## src/rtl/regfile_stack.sv

```systemverilog
// Register-file LIFO stack for the calculator datapath.
// One push, pop, or replace per clock. Occupancy and full/empty status are
// reported, along with sticky overflow/underflow flags. The top two entries
// and an indexed peek port are read combinationally from the registered state.
module regfile_stack #(
  parameter int unsigned WIDTH = 32,
  parameter int unsigned DEPTH = 32,
  parameter int unsigned PTR_W = 6
) (
  input  logic             clk,
  input  logic             rst,
  input  logic             push,
  input  logic             pop,
  input  logic [WIDTH-1:0] data_in,
  input  logic             clr_err,
  input  logic [PTR_W-1:0] peek_idx,
  output logic [WIDTH-1:0] stack_top,
  output logic [WIDTH-1:0] stack_top_minus_one,
  output logic             full,
  output logic             empty,
  output logic [PTR_W-1:0] stack_ptr,
  output logic             overflow,
  output logic             underflow,
  output logic [WIDTH-1:0] peek_data
);

  // Address width of the storage array. The pointer may be one bit wider,
  // because it must be able to represent DEPTH itself.
  localparam int unsigned AW = (DEPTH > 1) ? $clog2(DEPTH) : 1;

  localparam logic [PTR_W-1:0] PtrDepth = PTR_W'(DEPTH);
  localparam logic [PTR_W-1:0] PtrOne   = PTR_W'(1);
  localparam logic [PTR_W-1:0] PtrTwo   = PTR_W'(2);

  logic [WIDTH-1:0] mem_q [DEPTH];

  logic [PTR_W-1:0] stack_ptr_q, stack_ptr_d;
  logic             overflow_q, overflow_d;
  logic             underflow_q, underflow_d;

  logic             mem_we;
  logic [AW-1:0]    mem_waddr;
  logic             set_ovf;
  logic             set_unf;

  // Status flags are always derived from the pointer, so they can never disagree.
  assign full  = (stack_ptr_q == PtrDepth);
  assign empty = (stack_ptr_q == '0);

  // Command decode: pick the write port action, the next pointer, and the error events.
  always_comb begin
    mem_we      = 1'b0;
    mem_waddr   = '0;
    stack_ptr_d = stack_ptr_q;
    set_ovf     = 1'b0;
    set_unf     = 1'b0;
    // Combinations where full and empty are both set cannot occur; they fall to hold.
    case ({push, pop, full, empty})
      // Push onto a stack that is not full.
      4'b1000, 4'b1001: begin
        mem_we      = 1'b1;
        mem_waddr   = AW'(stack_ptr_q);
        stack_ptr_d = stack_ptr_q + PtrOne;
      end
      // Push onto a full stack: rejected.
      4'b1010: begin
        set_ovf = 1'b1;
      end
      // Pop from a stack that is not empty. The popped entry is left in place.
      4'b0100, 4'b0110: begin
        stack_ptr_d = stack_ptr_q - PtrOne;
      end
      // Pop from an empty stack: rejected.
      4'b0101: begin
        set_unf = 1'b1;
      end
      // Push and pop together on a stack that is not empty: overwrite the top.
      4'b1100, 4'b1110: begin
        mem_we    = 1'b1;
        mem_waddr = AW'(stack_ptr_q - PtrOne);
      end
      // Push and pop together on an empty stack: behave as a plain push.
      4'b1101: begin
        mem_we      = 1'b1;
        mem_waddr   = '0;
        stack_ptr_d = PtrOne;
      end
      default: begin
        stack_ptr_d = stack_ptr_q;
      end
    endcase
  end

  // Sticky error flags. When an error and clr_err arrive together, the error wins.
  always_comb begin
    overflow_d  = clr_err ? 1'b0 : overflow_q;
    underflow_d = clr_err ? 1'b0 : underflow_q;
    if (set_ovf) overflow_d  = 1'b1;
    if (set_unf) underflow_d = 1'b1;
  end

  // Control state, with synchronous active-low reset that overrides any command.
  always_ff @(posedge clk) begin
    if (!rst) begin
      stack_ptr_q <= '0;
      overflow_q  <= 1'b0;
      underflow_q <= 1'b0;
    end else begin
      stack_ptr_q <= stack_ptr_d;
      overflow_q  <= overflow_d;
      underflow_q <= underflow_d;
    end
  end

  // Storage array: not reset, and only written while out of reset.
  always_ff @(posedge clk) begin
    if (rst && mem_we) begin
      mem_q[mem_waddr] <= data_in;
    end
  end

  // Read ports: entries at or above the pointer are masked to zero.
  always_comb begin
    stack_top           = '0;
    stack_top_minus_one = '0;
    peek_data           = '0;
    if (stack_ptr_q >= PtrOne) begin
      stack_top = mem_q[AW'(stack_ptr_q - PtrOne)];
    end
    if (stack_ptr_q >= PtrTwo) begin
      stack_top_minus_one = mem_q[AW'(stack_ptr_q - PtrTwo)];
    end
    if (peek_idx < stack_ptr_q) begin
      peek_data = mem_q[AW'(stack_ptr_q - PtrOne - peek_idx)];
    end
  end

  assign stack_ptr = stack_ptr_q;
  assign overflow  = overflow_q;
  assign underflow = underflow_q;

endmodule

```

## config.mk

```make
export PLATFORM = sky130hd
export DESIGN_NAME = regfile_stack
export DESIGN_NICKNAME = d
export VERILOG_FILES = /design/src/rtl/regfile_stack.sv
export SDC_FILE = /design/constraint.sdc
export NUM_CORES = 2
export LEC_CHECK = 0
export CAP_MARGIN = 5
export CORE_UTILIZATION = 41
export DETAILED_ROUTE_END_ITERATION = 6
export PLACE_DENSITY_LB_ADDON = 0.15
export REMOVE_ABC_BUFFERS = 1
export SYNTH_ARGS = -nofsm -noshare
export SYNTH_HDL_FRONTEND = slang
export SYNTH_SLANG_ARGS = --single-unit
```

## constraint.sdc

```tcl
create_clock -name clk -period 18.5 [get_ports clk]
set_clock_uncertainty 0.1 [all_clocks]
set_input_delay 5.55 -clock clk [delete_from_list [all_inputs] [get_ports clk]]
set_output_delay 5.55 -clock clk [all_outputs]
set_load 0.05 [all_outputs]
```

Fig. 1: pin placement
Pins as bars across the die edge, other pins in grey.
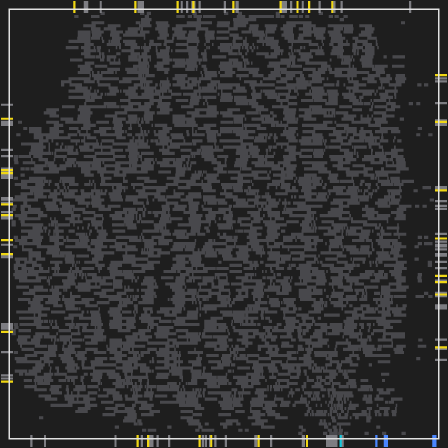
overflow -> cyan  # pins 1, direction output, edge bottom
peek_idx -> blue  # pins 6, direction input, edge bottom
peek_data -> yellow  # pins 32, direction output, edge 9 top, 9 left, 8 right, 6 bottom
all pins by edge = 43 bottom, 37 right, 36 left, 33 top

Fig. 2: met4 routing
Scale bar: 100 um.
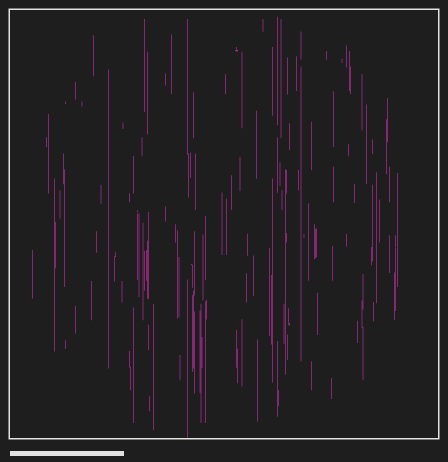
wire length on this layer = 6560 um
share of all routed wire = 3.3%

==> deck_impl_summary.md <==
Key Metrics from the Run

Power and ir drop
  • Part of the total power dissipated in combinational logic: between 40% and 50%
  • Worst VDD drop: 0.176 mV
  • Switching pwr: 4.06 mW
  • Leakage component of the power: approximately 20 nW
  • Clk pwr share: 23.8%
  • Tot Pwr: 9.75 mW
  • Internal power: 5.69 mW
  • Sw Share: 41.6%
  • Share of total power in sequential cells: 27.0%
  • Pwr Density: about 150 mW/mm^2

Synthesis
  • Yosys cell count: around 3600
  • Area fraction in full adders, half adders and majority gates: 0.410%
  • Share of synthesized cell area in and-or and or-and compound cells: roughly 2.9%
  • Largest family of logic cells by area: multiplexers
  • Most used flip-flop cell after synthesis: edfxtp_1
  • Synth async-reset ratio: 0%
  • Chip Area, Yosys: 0.0568 sq mm
  • Dominant cell by count in the synthesized netlist: edfxtp_1
  • Ys flops: 1032
  • Top area cell types: edfxtp_1, mux4_2, nand2_1
  • Avg Inst Size Synth: 15.9 sq um
  • Synth Area in Simple Gates: 8.41%
  • Share of synthesized area spent on multiplexers: 31.1%
  • EDFF count, synth: 1024
  • Synth top area share: 54.1%
  • XORs/XNORs by Area: 0.282%
  • Total of warnings raised by yosys: 0
  • Synth Cell Area: approximately 0.057 sq mm
  • Synth Instances: 3573
  • Most area-hungry cell type in the Yosys netlist: edfxtp_1
  • Share of synthesized area occupied by flip-flops and latches: 54.4%
  • Top post-synthesis cells by count: edfxtp_1, mux4_2, nand2_1, nand3_1, clkbuf_1
  • Post-synth cell types: 56

Job
  • Max-cap violation count: 0
  • Number of warnings the tools reported: 38

Layout
  • Final-layout clock buffer total: 145
  • Post-route non-filler standard cell count: approximately 5500
  • Clock-cell share of area: 5.85%
  • Fill count: about 12000
  • Seq/total area: 48.1%
  • Layout buffer count excluding clock buffers: 242
  • Layout cell share with drive strength beyond 1: 29.4%
  • Area of all placed cells without fillers: 0.0642 sq mm
  • Flop count: just over 1000
  • Sequential standard cell area: 0.0309 sq mm
  • Fraction of standard cell area in multi-input logic: 38.8%
  • Inverters excl. clock: 17
  • Count of antenna diodes in the layout: 4
  • Net count reported at finish: around 3700
  • Multi-input logic area: about 0.025 sq mm
  • P&R area growth vs syn: 13.1%
  • Final design utilization: about 47%
  • Top class by area: flip-flops and latches
  • Number of logic gates: between 2000 and 2500
  • Non-clock buffer share of cell area: 3.60%

Min path
  • Startpoint of the tightest hold check path: overflow
  • Cell depth of the worst hold path: 3
  • Worst Hold Endpoint: overflow
  • Hold crit path type: reg2reg

Clock tree
  • Clock tree from TritonCTS: done
  • Count of hold buffers inserted by post-cts repair: 0
  • Number of clock sinks seen by CTS: ~1000
  • Number of buffers created by CTS: 116
  • Clock slew seen by the registers of the worst setup and hold paths: 60 ps
  • Max Buffers Root-to-Sink: 3
  • Clock tree root driver cell: clkbuf_16
  • Post-CTS Setup Inserts: 0
  • Clock network latency to the later pin of the worst-skew pair: roughly 730 ps
  • Number of levels the H-tree was split into: 3
  • Resized cells post-CTS: 0

Critical path
  • Data arrival time of the worst path: 10250 ps
  • Slack of the worst reg-to-reg path: 12830 ps
  • Depth of the worst register-to-register path: 9
  • Type of origin of the critical path: input pin
  • Required time at the endpoint of the critical path: 12850 ps
  • CP max FO: approximately 68
  • WS Path Type: in2out
  • Terminus of the critical flop-to-flop path: mem_q[12][9]
  • Reg-to-reg critical path startpoint: stack_ptr[1]
  • Category of the worst setup path capture point: output pin

Placement
  • Total cell area at the placement stage: 0.0605 sq mm
  • Detail Placement HPWL: 103000 um
  • Worst-case setup slack after placement: 2560 ps
  • Global placement routability congestion: 0.797
  • Number of placed cells counting well taps: 5296
  • I/O Buffers: 148

STA
  • Measured slew at the worst slew-check pin: 1180 ps
  • Setup ws final: roughly 2600 ps
  • Final setup vio count: 0
  • Post-route worst hold slack: 518 ps
  • Part of the cycle the worst path needs: 85.9%
  • Final Hold Violating Endpoints: 0
  • Normalized max-slew margin: 21.4%
  • Shortest clock period the worst path allows after layout: 15900 ps
  • Final TNS setup: 0 ps
  • Maximum achievable frequency: around 63 MHz
  • Final slew viol count: 0
  • Unrepaired setup endpoints after global routing: false

GRT
  • Global-route wire length before repair: 279000 um
  • Via count of the first global-routing pass: ~37000
  • Initial antenna violation count: 10
  • Global Route met3 Usage: between 6 and 7%
  • Pin count of the biggest net entering global routing: 127
  • Met1 Usage GRT: between 30% and 40%
  • Met2 Track Usage GR: 45.4%
  • Overflow after GRT: 0
  • Peak-usage layer in the global routing report: met2
  • Total track usage: 28.2%

Detailed routing
  • Post-route met1 wirelength: 76900 um
  • Number of routed nets with antenna violations: 0
  • Routed length on met2: 94100 um
  • DRC violations left: 0
  • Vias: ~37000
  • Routed vias/inst: 6.78
  • Number of detailed-route iterations in the first pass: 7
  • Top routing layer in use: met5
  • Mean routed wirelength per cell: approximately 36 um
  • Routed WL: 198000 um
  • DRT iter0 DRCs: 4688
  • Wire length on met3: 20100 um

Die
  • Overall die area: 0.140 sq mm
  • Floorplan utilization: ~41%
  • Horiz. Die Dim: 374 um
  • Number of rows in the core area: 136
  • Placeable Area: 0.137 sq mm
  • Well Taps: 1794
  • Die height: 374 um
  • Number of I/O pins: around 150

Outcome
  • Result of the run: finished, final reports clean
Fig. 3: sizing map
Scale bar: 100 um.
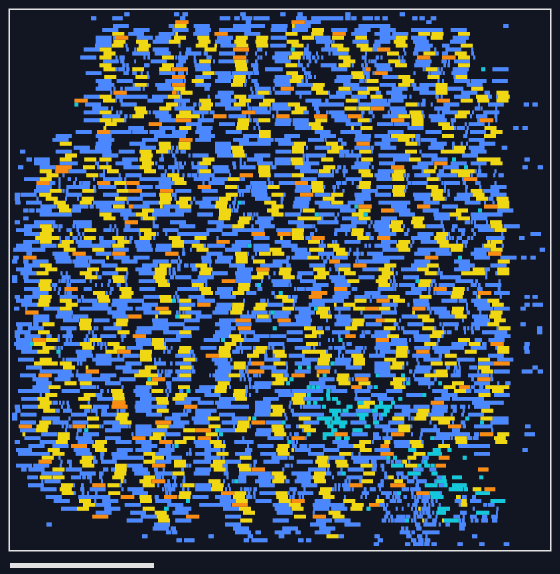
x3 and x4 -> cyan  # cells 141, share 3.8%, most used buf_4
x6 and larger -> orange  # cells 147, share 4.0%, most used clkbuf_16
x2 -> yellow  # cells 806, share 22%, most used mux4_2
x1 and smaller -> blue  # cells 2622, share 71%, most used edfxtp_1

-- worst max path at each step --
stage | startpoint | to | slack [ps] | cells after the start
floorplan | stack_ptr[0] | peek_data[0] | -28260 | 9
global placement | peek_idx[0] | peek_data[27] | 2580 | 11
detailed placement | peek_idx[0] | peek_data[27] | 2560 | 11
CTS | peek_idx[0] | peek_data[27] | 2550 | 11
global route | peek_idx[0] | peek_data[27] | 2390 | 11
finish | peek_idx[0] | peek_data[30] | 2600 | 11
-- cells in the final DEF, fill, tap and decap left out, types with 4 or more instances in the layout --
master,count
buf_12,10
clkinv_1,21
nand2_1,698
xnor2_1,5
and3_1,65
edfxtp_1,1024
o31ai_1,4
a32oi_1,32
inv_6,4
mux2i_1,35
o21ai_0,64
nor2_1,108
buf_4,84
clkbuf_16,117
o21ai_1,10
clkbuf_1,28
bufinv_16,14
nor2b_1,5
clkinvlp_4,6
a31oi_1,64
diode_2,4
clkinv_2,23
a21oi_1,9
clkdlybuf4s50_1,148
a32o_1,32
inv_1,13
nand3_1,166
mux4_2,768
nor2_4,35
dfxtp_1,6
ha_1,15
nor3_1,38
-- worst max-delay path, stage by stage --
cell,delay [ps]
clkdlybuf4s50_1,500
ha_1,150
inv_1,70
fa_4,1320
buf_12,540
mux4_2,590
nand2_1,80
and3_1,170
a31oi_1,50
a22o_1,350
clkdlybuf4s50_1,740
-- power by group through the flow --
stage	logic, mW	registers, mW	clock network (mW)
global route	5.00	2.63	2.44
floorplan	4.09	2.81	0
global placement	4.77	2.68	0
detailed placement	4.76	2.68	0
CTS	4.78	2.63	2.35
finish	4.80	2.63	2.32
-- sequential cells by signal, indices dropped and copies added (netlist names) --
| name | count |
|---|---|
| overflow | 1 |
| underflow | 1 |
| mem_q | 1024 |
| stack_ptr | 6 |
Power is estimated from default activity; no workload was simulated.
